run_1/io_placement.png
Scale bar: 20 microns. Pins as bars across the die edge, other pins in grey.
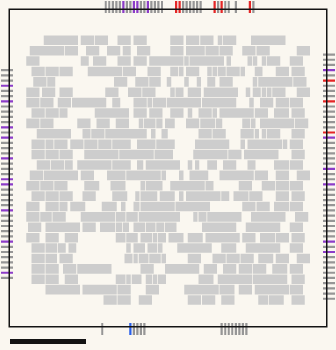
run_1/detail.png
Scale bar: 5 microns. Region (31, 48) to (51, 68) microns. Cells in grey, sequential cells in the stronger grey; small squares are vias.
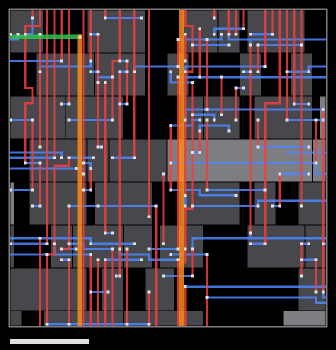
run_1/clocks.png
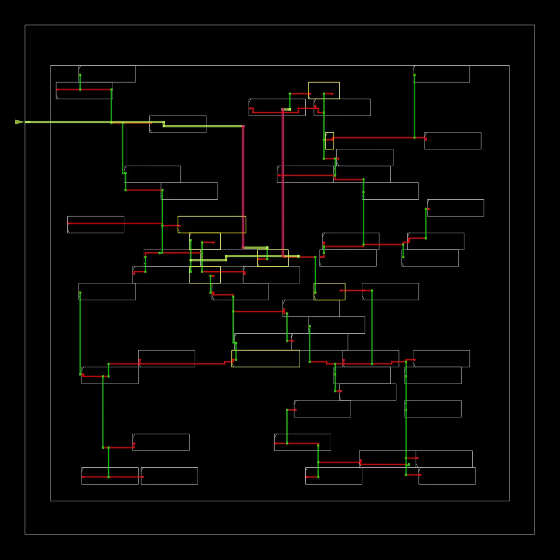
run_1/logic_types.png
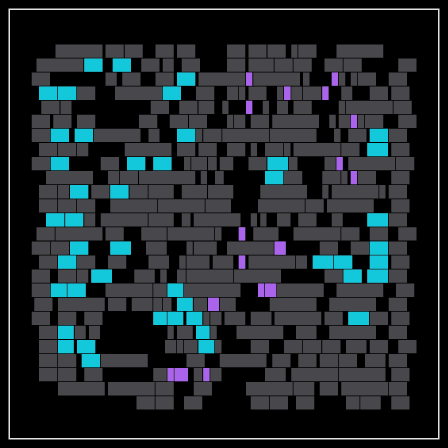
### src/rtl/dram_port_arbiter.sv
// Purpose: shares one single-port image DRAM between UART rx (write), processor (r/w) and transmitter (read).
// Latency: grant is combinational; DRAM command one cycle after grant; read data/rvalid READ_LAT+1 cycles after grant.
// Backpressure: a requester holds req/addr/data until its gnt; one grant per cycle, round-robin among mode-enabled requesters.
module dram_port_arbiter #(
    parameter int ADDR_W   = 20,
    parameter int DATA_W   = 8,
    parameter int READ_LAT = 2     // legal range 1..4
) (
    input  logic              clock,
    input  logic              reset_n,
    input  logic [1:0]        mode,
    input  logic              rx_req,
    input  logic [ADDR_W-1:0] rx_addr,
    input  logic [DATA_W-1:0] rx_wdata,
    output logic              rx_gnt,
    input  logic              cpu_req,
    input  logic              cpu_we,
    input  logic [ADDR_W-1:0] cpu_addr,
    input  logic [DATA_W-1:0] cpu_wdata,
    output logic              cpu_gnt,
    output logic              cpu_rvalid,
    input  logic              tx_req,
    input  logic [ADDR_W-1:0] tx_addr,
    output logic              tx_gnt,
    output logic              tx_rvalid,
    output logic [DATA_W-1:0] rdata,
    output logic [ADDR_W-1:0] dm_addr,
    output logic [DATA_W-1:0] dm_data,
    output logic              dm_wren,
    output logic              dm_rden,
    input  logic [DATA_W-1:0] dm_q,
    output logic              illegal_req
);

    // Round-robin pointer names the requester the next search starts from.
    typedef enum logic [1:0] {
        SRC_RX  = 2'd0,
        SRC_CPU = 2'd1,
        SRC_TX  = 2'd2
    } src_t;

    // Owner of a read travelling through the DRAM latency.
    typedef enum logic [1:0] {
        TAG_NONE = 2'd0,
        TAG_CPU  = 2'd1,
        TAG_TX   = 2'd2
    } tag_t;

    src_t              rr_ptr;
    src_t              rr_ptr_nxt;
    logic              rx_en, cpu_en, tx_en;
    logic              rx_ok, cpu_ok, tx_ok;
    logic              accept;
    logic [ADDR_W-1:0] win_addr;
    logic [DATA_W-1:0] win_data;
    logic              win_wr;
    logic              win_rd;
    tag_t              win_tag;
    tag_t              tag_pipe [READ_LAT];
    tag_t              tag_out;

    // Mode gating: receive lets rx+cpu in, process cpu only, transmit tx+cpu, idle nobody.
    assign rx_en  = (mode == 2'b01);
    assign cpu_en = (mode != 2'b00);
    assign tx_en  = (mode == 2'b11);

    assign rx_ok  = rx_req  & rx_en;
    assign cpu_ok = cpu_req & cpu_en;
    assign tx_ok  = tx_req  & tx_en;

    // Rotating priority search; grants are forced low while reset is held.
    always_comb begin
        rx_gnt  = 1'b0;
        cpu_gnt = 1'b0;
        tx_gnt  = 1'b0;
        if (reset_n) begin
            case (rr_ptr)
                SRC_CPU: begin
                    if (cpu_ok)     cpu_gnt = 1'b1;
                    else if (tx_ok) tx_gnt  = 1'b1;
                    else if (rx_ok) rx_gnt  = 1'b1;
                end
                SRC_TX: begin
                    if (tx_ok)       tx_gnt  = 1'b1;
                    else if (rx_ok)  rx_gnt  = 1'b1;
                    else if (cpu_ok) cpu_gnt = 1'b1;
                end
                default: begin
                    if (rx_ok)       rx_gnt  = 1'b1;
                    else if (cpu_ok) cpu_gnt = 1'b1;
                    else if (tx_ok)  tx_gnt  = 1'b1;
                end
            endcase
        end
    end

    assign accept = rx_gnt | cpu_gnt | tx_gnt;

    // Winner's command; with no winner the DRAM address/data simply hold.
    always_comb begin
        win_addr   = dm_addr;
        win_data   = dm_data;
        win_wr     = 1'b0;
        win_rd     = 1'b0;
        win_tag    = TAG_NONE;
        rr_ptr_nxt = rr_ptr;
        if (rx_gnt) begin
            win_addr   = rx_addr;
            win_data   = rx_wdata;
            win_wr     = 1'b1;
            rr_ptr_nxt = SRC_CPU;
        end else if (cpu_gnt) begin
            win_addr   = cpu_addr;
            win_data   = cpu_wdata;
            rr_ptr_nxt = SRC_TX;
            if (cpu_we) begin
                win_wr  = 1'b1;
            end else begin
                win_rd  = 1'b1;
                win_tag = TAG_CPU;
            end
        end else if (tx_gnt) begin
            win_addr   = tx_addr;
            win_rd     = 1'b1;
            win_tag    = TAG_TX;
            rr_ptr_nxt = SRC_RX;
        end
    end

    // Pointer advances past the granted requester; holds when nothing is granted.
    always_ff @(posedge clock or negedge reset_n) begin
        if (!reset_n) rr_ptr <= SRC_RX;
        else          rr_ptr <= rr_ptr_nxt;
    end

    // Registered DRAM port drive.
    always_ff @(posedge clock or negedge reset_n) begin
        if (!reset_n) begin
            dm_addr <= '0;
            dm_data <= '0;
            dm_wren <= 1'b0;
            dm_rden <= 1'b0;
        end else begin
            dm_wren <= win_wr;
            dm_rden <= win_rd;
            if (accept) begin
                dm_addr <= win_addr;
                dm_data <= win_data;
            end
        end
    end

    // Read tag shifts alongside the DRAM latency, loaded on the same edge as dm_rden.
    always_ff @(posedge clock or negedge reset_n) begin
        if (!reset_n) begin
            for (int i = 0; i < READ_LAT; i++) tag_pipe[i] <= TAG_NONE;
        end else begin
            tag_pipe[0] <= win_tag;
            for (int i = 1; i < READ_LAT; i++) tag_pipe[i] <= tag_pipe[i-1];
        end
    end

    assign tag_out = tag_pipe[READ_LAT-1];

    // Return stage: capture dm_q and pulse the owner's rvalid for one cycle.
    always_ff @(posedge clock or negedge reset_n) begin
        if (!reset_n) begin
            rdata      <= '0;
            cpu_rvalid <= 1'b0;
            tx_rvalid  <= 1'b0;
        end else begin
            cpu_rvalid <= (tag_out == TAG_CPU);
            tx_rvalid  <= (tag_out == TAG_TX);
            if (tag_out != TAG_NONE) rdata <= dm_q;
        end
    end

    // Sticky flag for any request arriving from a requester the current mode disables.
    always_ff @(posedge clock or negedge reset_n) begin
        if (!reset_n)
            illegal_req <= 1'b0;
        else if ((rx_req & ~rx_en) | (cpu_req & ~cpu_en) | (tx_req & ~tx_en))
            illegal_req <= 1'b1;
    end

endmodule
### config.mk
export PLATFORM = sky130hd
export DESIGN_NAME = dram_port_arbiter
export DESIGN_NICKNAME = d
export VERILOG_FILES = /design/src/rtl/dram_port_arbiter.sv
export SDC_FILE = /design/constraint.sdc
export NUM_CORES = 1
export LEC_CHECK = 0
export CORE_MARGIN = 4
export CORE_UTILIZATION = 41
export DETAILED_ROUTE_END_ITERATION = 7
export GPL_ROUTABILITY_DRIVEN = 1
export GPL_TIMING_DRIVEN = 0
export PLACE_DENSITY_LB_ADDON = 0.1
export SLEW_MARGIN = 20
export SYNTH_ARGS = -nofsm -noshare
export SYNTH_HDL_FRONTEND = slang
export SYNTH_SLANG_ARGS = --single-unit
### constraint.sdc
create_clock -name clock -period 4.4 [get_ports clock]
set_input_delay 0.44 -clock clock [delete_from_list [all_inputs] [get_ports clock]]
set_output_delay 0.44 -clock clock [all_outputs]
set_load 0.01 [all_outputs]
==> CHANGELOG.md, run 1 <==
### Implementation results

* PwrDens at 528 mW/mm^2
* Rel. slew slack at 56.7%
* First-pass GRT wire length at ~10000 microns
* Plain + repair buffers at 149
* Final Routed Wirelength at around 7000 microns
* DRT antenna net count at 0
* Worst Setup EP: cpu_gnt
* Total GRT Usage at 19.8%
* Flop share of the area at 30.5%
* Hold_ws at 0.176 ns
* Syn avg cell area at between 10 and 15 sq um
* Crit end category: primary output
* Final Max Slew Viols at 0
* # clock sinks at 47
* Pleak at 0.00161 uW
* RR Endpoint: dm_addr[1]
* Max Cap Viol at 0
* CP max stage delay at about 0.55 ns
* Clock Tree Root: clkbuf_8
* DRC errors left at 0
* Top-level I/O count at approximately 140
* Post-layout period usage at 69.6%
* DPL Wire Length at 5240 microns
* Area leader share at 51.4%
* Status: finished clean
* Synth Seq Share at 51.4%
* Async SR Flop Fraction at 100%
* Cells in synth_stat.txt at between 150 and 200
* Initial drt markers at 83
* FP Util at 43.4%
* Most common reg cell: dfrtp_1
* RSZ-0062 raised after global routing: false
* Clock Pin Slew Worst Setup and Hold Paths at around 0.090 ns
* Crit Path Category: flip-flop to primary output
* Distinct lib cells at 37
* FMAX at 327 MHz
* Flop area at 0.00118 sq mm
* Synthesized area at roughly 0.0023 sq mm
* Logic inverters at 8
* Stage-log warning count at 27
* Ant diodes at 0
* Comb gate area at 950 sq um
* Drt pass-1 iters at 4
* Deepest clock path buffer count at 2
* Setup crit start: rr_ptr[0]
* Vias per cell at 5.28
* Core Footprint at 0.00527 sq mm
* Final worst setup slack at 1.34 ns
* Logic share of the area at between 20% and 30%
* Hold Crit Class: input pin to asynchronous set/reset pin
* FP Rows at 26
* Dpl ws at 1.37 ns
* Pin count of the biggest net entering global routing at 52
* CTS tree: done
* Vias at 2176
* Share of cells above drive strength 1 at between 10 and 15%
* Tmin final at 3.06 ns
* Post-CTS Hold Buffers at 0
* GP Congestion at just over 0.7
* Final setup viols at 0
* Worst setup SP type: flip-flop
* Gate Count Post-Synth at 199
* Crit-path cells: inv_1 -> ha_1 -> nor2_2 -> o22a_1 -> a21o_1 -> clkinv_2 -> buf_2 -> buf_4 -> clkdlybuf4s50_1
* FF-to-FF setup slack at approximately 2.3 ns
* Drt wl/cell at 17.1 microns
* Most numerous logic cells after layout: 134 x clkdlybuf4s50_1, 47 x dfrtp_1, 24 x nand2_1, 13 x nor2_1
## Picture notes: io_placement.png
[rx_req] blue | pins: 1 | direction: input | edge: south
[rx_addr] purple | pins: 20 | direction: input | edge: 10 west, 6 east, 4 north
[cpu_wdata] red | pins: 8 | direction: input | edge: 5 north, 3 east
all pins by edge: 48 east, 41 west, 33 north, 14 south
PortBufs: 135
Die X: 82.7 microns
Chip Height: 82.7 microns

## Picture notes: detail.png
[metal 2] red
[metal 3] green
[metal 1] blue
[metal 4] orange
most frequent: clkdlybuf4s50_1 (11), nand2_1 (5)
netlist names of flops here include: dm_data (1)
cells with their middle in the window: 30
sequential cells in the window: 1

## Picture notes: clocks.png
clock skew: 0.00628 ns
CTS Buf Count: 5
registers: 47
clock latency on the worst-skew pair: 0.29 ns

## Picture notes: logic_types.png
[nor cells] purple | cells: 17
[non-inverting ao/oa cells] cyan | cells: 45
most common logic cell in the routed design: clkdlybuf4s50_1
Non-Filler Instances: 412

run 1: synth_stat cells, types with 3 or more instances:
master,n
a31oi_1,8
buf_2,4
buf_6,5
clkbuf_8,3
dfrtp_1,47
inv_1,7
mux2_2,8
nand2_1,24
nor2_1,13
o211a_1,11
o221a_2,8
o22a_1,4
o22a_2,8
o32a_1,8
or3_1,11
run 1: state kept, by name, summed over array words and instances (netlist names):
name and count:
dm_addr 20, dm_data 8, rdata 8, rr_ptr 2, tag_out 2, tag_pipe 2, cpu_rvalid 1, dm_rden 1
dm_wren 1, illegal_req 1, tx_rvalid 1
run 1: critical path: cells and delay by family, from the launching register on:
family	cells	cell delay [ns]
adders and majority gates	1	0.36
and+or+nand+nor	1	0.07
DFF	1	0.36
AOI/OAI and AO/OA	2	0.39
buffers and inverters	5	1.15
run 1: logic make-up after synthesis:
logic type      synth area share [%]
buf+inv                         7.16
simple gates                    11.5
mux                             3.93
compound gates                  24.9
flops                           51.4
fa+ha+maj                       1.09
run 1: layer usage:
layer  share of wire, %  vias up  GRT usage [%]
li1                   -     1021              -
met1                 40     1043           23.9
met2                 47      108           34.1
met3                 13        4           6.94
met4               0.61        0           3.92
met5                  0        -              0
run 1: per-stage QoR:
stage / setup TNS [ns] / cells / power [uW] / utilization [%]
final: 0 / 412 / 2040 / 73.2
after global placement: -0.237 / 404 / 1660 / 70.8
after CTS: 0 / 412 / 2060 / 73.2
after detailed placement: 0 / 404 / 1680 / 70.7
after floorplan: 0 / 199 / 1150 / -
after global routing: 0 / 412 / 2160 / 73.2
run 1: report_power, final:
group	switching (uW)	leakage (uW)	internal [uW]	total, uW
clock network	143	0.0000654	227	370
registers	92.6	0.000552	611	703
logic	381	0.000992	585	966
run_1/metal_density.png
The die is cut into 17 by 17 equal tiles; white is low, dark blue is high, scaled to the fullest tile. Values are wire area over tile area, all layers added.
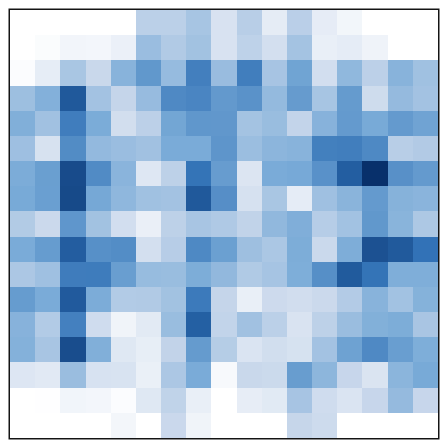

==> run 1 -> run 2 <==
--- a/config.mk
+++ b/config.mk
@@ -6,7 +6,7 @@
 export NUM_CORES = 1
 export LEC_CHECK = 0
 export CORE_MARGIN = 4
-export CORE_UTILIZATION = 41
+export CORE_UTILIZATION = 38
 export DETAILED_ROUTE_END_ITERATION = 7
 export GPL_ROUTABILITY_DRIVEN = 1
 export GPL_TIMING_DRIVEN = 0
==> constraint.sdc (replaced) <==
create_clock -name clock -period 3.2 [get_ports clock]
set_input_delay 0.32 -clock clock [delete_from_list [all_inputs] [get_ports clock]]
set_output_delay 0.32 -clock clock [all_outputs]
set_load 0.01 [all_outputs]
run_2/metal_density.png
The die is cut into 17 by 17 equal tiles; white is low, dark blue is high, scaled to the fullest tile. Values are wire area over tile area, all layers added.
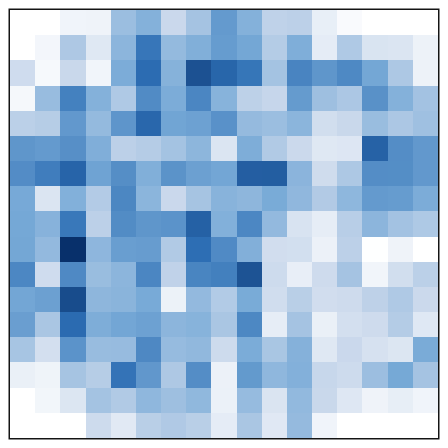
mean over tiles: 0.14
nearly empty tiles: 5.5%
fullest tile: 0.38
emptiest ninth of the die: south-east
tiles over half the peak: 28%
Vias: 2121
drt wl/cell: 15.7 microns
Total GRT Usage: 18.2%
Final Routed Wirelength: 6550 microns

==> run 2 against run 1 <==
Effect of this change:
- die size is 7.1% higher
- critical endpoint unchanged
- highest routed layer unchanged
- sequential share of layout area rose by 0.069 points
- worst hold slack got worse by 0.13 ns
- clock power grew about 20%
- flip-flop count unchanged
- critical path type unchanged
- total power is 33% higher
- area after synthesis unchanged
- combinational power is 36% higher
- non-clock buffer count did not move
==> CHANGELOG.md, run 2 <==
### Implementation results

* Met1 usage at 22.0% (-1.9 points)
* First-pass GRT wire length at 10700 microns (+4.1%)
* Deepest clock path buffer count at 2 (unchanged)
* FMAX at 346 MHz
* Clock Tree Root: clkbuf_8
* CTS resizes at 0
* Most common logic cell in the routed design: clkdlybuf4s50_1
* GP Congestion at 0.778 (+7.2%)
* Rel. slew slack at 57.4% (+0.74 points)
* Pleak at 0.00161 uW (-0.26%)
* RSZ-0062 raised after global routing: false
* #FFs+latches synth at 47
* Crit-path cells: inv_1 -> ha_1 -> nor2_2 -> o22a_1 -> a21o_1 -> clkinv_2 -> buf_2 -> buf_4 -> clkdlybuf4s50_1
* Max FFs per register at 20 (unchanged)
* # clock sinks at 47 (unchanged)
* Clock Pin Slew Worst Setup and Hold Paths at 0.08 ns (about the same)
* Chip Height at 85.6 microns (+3.5%)
* Max layer used: met4
* Crit Path Category: flip-flop to primary output
* CP max stage delay at 0.55 ns (about the same)
* Post-layout period usage at 90.3%
* Pin count of the biggest net entering global routing at 52 (unchanged)
* Top-level I/O count at 136 (unchanged)
* DR WL met3 at 549 microns (-38%)
* Largest reg by FF count: dm_addr
* Area leader share at 51.4% (unchanged)
* CTS tree: done
* Ant diodes at 0 (unchanged)
* FP Rows at 28 (+7.7%)
* Worst setup SP type: flip-flop
* Most common reg cell: dfrtp_1
* FP Util at 38.9% (-4.5 points)
* Met2 usage at 31.6% (-2.4 points)
* Final worst setup slack at 0.309 ns (-1.03 ns)
* DRC errors left at 0 (unchanged)
* Grt peak-use layer: met2
* Crit end category: primary output
* Core Footprint at 0.00589 sq mm (+12%)
* Largest regs: dm_addr (20), dm_data (8), rdata (8)
* Synth Seq Share at 51.4% (unchanged)
* Drt pass-1 iters at 4 (unchanged)
* Max Cap Viol at 0 (unchanged)
* Synthesized area at 0.00229 sq mm (unchanged)
* Share of cells above drive strength 1 at 15.2% (+0.29 points)
* Clock skew at 0.00447 ns (-0.00181 ns)
* Syn avg cell area at 11.5 sq um (unchanged)
* Tmin final at ~2.9 ns
* Most frequent cell after synthesis: dfrtp_1
* Hold Crit Class: input pin to asynchronous set/reset pin
* Vias per cell at 5.09 (-3.7%)
* Stage-log warning count at 27 (unchanged)
* Post-CTS Hold Buffers at 0 (unchanged)
* Most numerous logic cells after layout: 134 x clkdlybuf4s50_1, 47 x dfrtp_1, 24 x nand2_1, 13 x nor2_1
* DRT antenna net count at 0 (unchanged)
* FF-to-FF setup slack at 1.11 ns (-1.17 ns)
* Clock latency on the worst-skew pair at 0.29 ns (about the same)
* CTS Buf Count at 5 (unchanged)
* Final setup viols at 0 (unchanged)
* GRT met3 Usage at 5.86% (-1.1 points)
* Met1 WL at 2710 microns (-2.9%)
* RR Endpoint: dm_addr[1]
* Hold_ws at 0.0457 ns (-0.130 ns)
* Final hold viol count at 0
* Dpl ws at 0.436 ns (-0.929 ns)
* Cells in synth_stat.txt at 199 (unchanged)
* Status: finished clean
* Gate Count Post-Synth at 199 (unchanged)
* Leading area contributor after synthesis: dfrtp_1
* WL met2 at 3240 microns (-2.2%)
* Async SR Flop Fraction at 100% (unchanged)
* Worst Setup EP: cpu_gnt
* PortBufs at 135 (unchanged)
* PwrDens at 707 mW/mm^2 (+34%)
* Nets at 435
* Distinct lib cells at 37 (unchanged)
* Initial drt markers at 64 (-23%)
* Final Max Slew Viols at 0 (unchanged)
* Setup crit start: rr_ptr[0]
* Top cells by area: dfrtp_1 51%, o211a_1 4.8%, mux2_2 3.9%
* Die X at 85.6 microns (+3.5%)
* Congestion Overflow GR at 0
* Top cells by count: 47 x dfrtp_1, 24 x nand2_1, 13 x nor2_1
* DPL Wire Length at 5030 microns (-4.0%)
run_2/logic_types.png
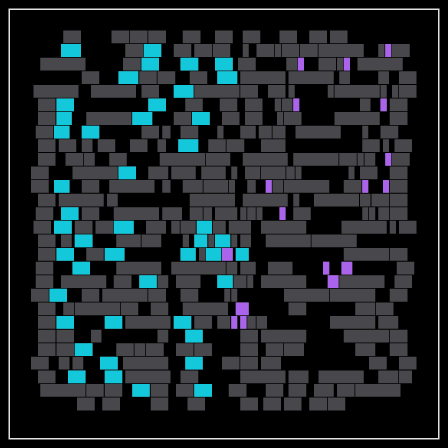
[non-inverting ao/oa cells] cyan | cells: 45
[nor cells] purple | cells: 17
Non-Filler Instances: 417
logic share of the area: 24.7%

[run 2: cell counts after synthesis]
Identical to the previous run, type by type.
[run 2: metrics by stage]
step / instance area (sq um) / utilization [%] / std cells / power [uW] / TNS, ns
floorplan: 2290 / - / 199 / 1580 / 0
global placement: 3730 / 63.5 / 409 / 2280 / -22.25
detailed placement: 3730 / 63.4 / 409 / 2300 / 0
CTS: 3850 / 65.4 / 417 / 2760 / 0
global route: 3850 / 65.4 / 417 / 2910 / 0
finish: 3850 / 65.4 / 417 / 2720 / 0
[run 2: final cells by class]
type | instances | area [sq um] | area share [%]
flip-flops and latches | 47 | 1180 | 30.5
multi-input cells | 130 | 950 | 24.7
plain buffers | 14 | 133 | 3.44
clock buffers | 6 | 82.6 | 2.14
clock inverters | 2 | 35.0 | 0.910
inverters | 8 | 31.3 | 0.812
repair buffers | 135 | 1350 | 35.0
well taps | 75 | 93.8 | 2.44
[run 2: power by group]
part | switching (uW) | leakage [uW] | internal [uW]
registers | 123 | 0.000552 | 840
clock network | 192 | 0.0000612 | 253
logic | 511 | 0.000992 | 803
[run 2: cells by family (layout without fill, tap and decap cells)]
| logic type | count (synthesis) | count (layout) | share of synthesized area, % |
|---|---|---|---|
| fa+ha+maj | 2 | 2 | 1.09 |
| mux | 8 | 8 | 3.93 |
| buf+inv | 22 | 165 | 7.16 |
| flops | 47 | 47 | 51.4 |
| simple gates | 56 | 56 | 11.5 |
| compound gates | 64 | 64 | 24.9 |
[run 2: critical path, delay by kind of cell (launching register included)]
family | cells | cell delay [ns]
buffers and inverters | 5 | 1.12
AOI/OAI and AO/OA | 2 | 0.39
DFF | 1 | 0.37
adders and majority gates | 1 | 0.34
and+or+nand+nor | 1 | 0.06
No activity file was given, so power comes from the tool's default toggle rates.
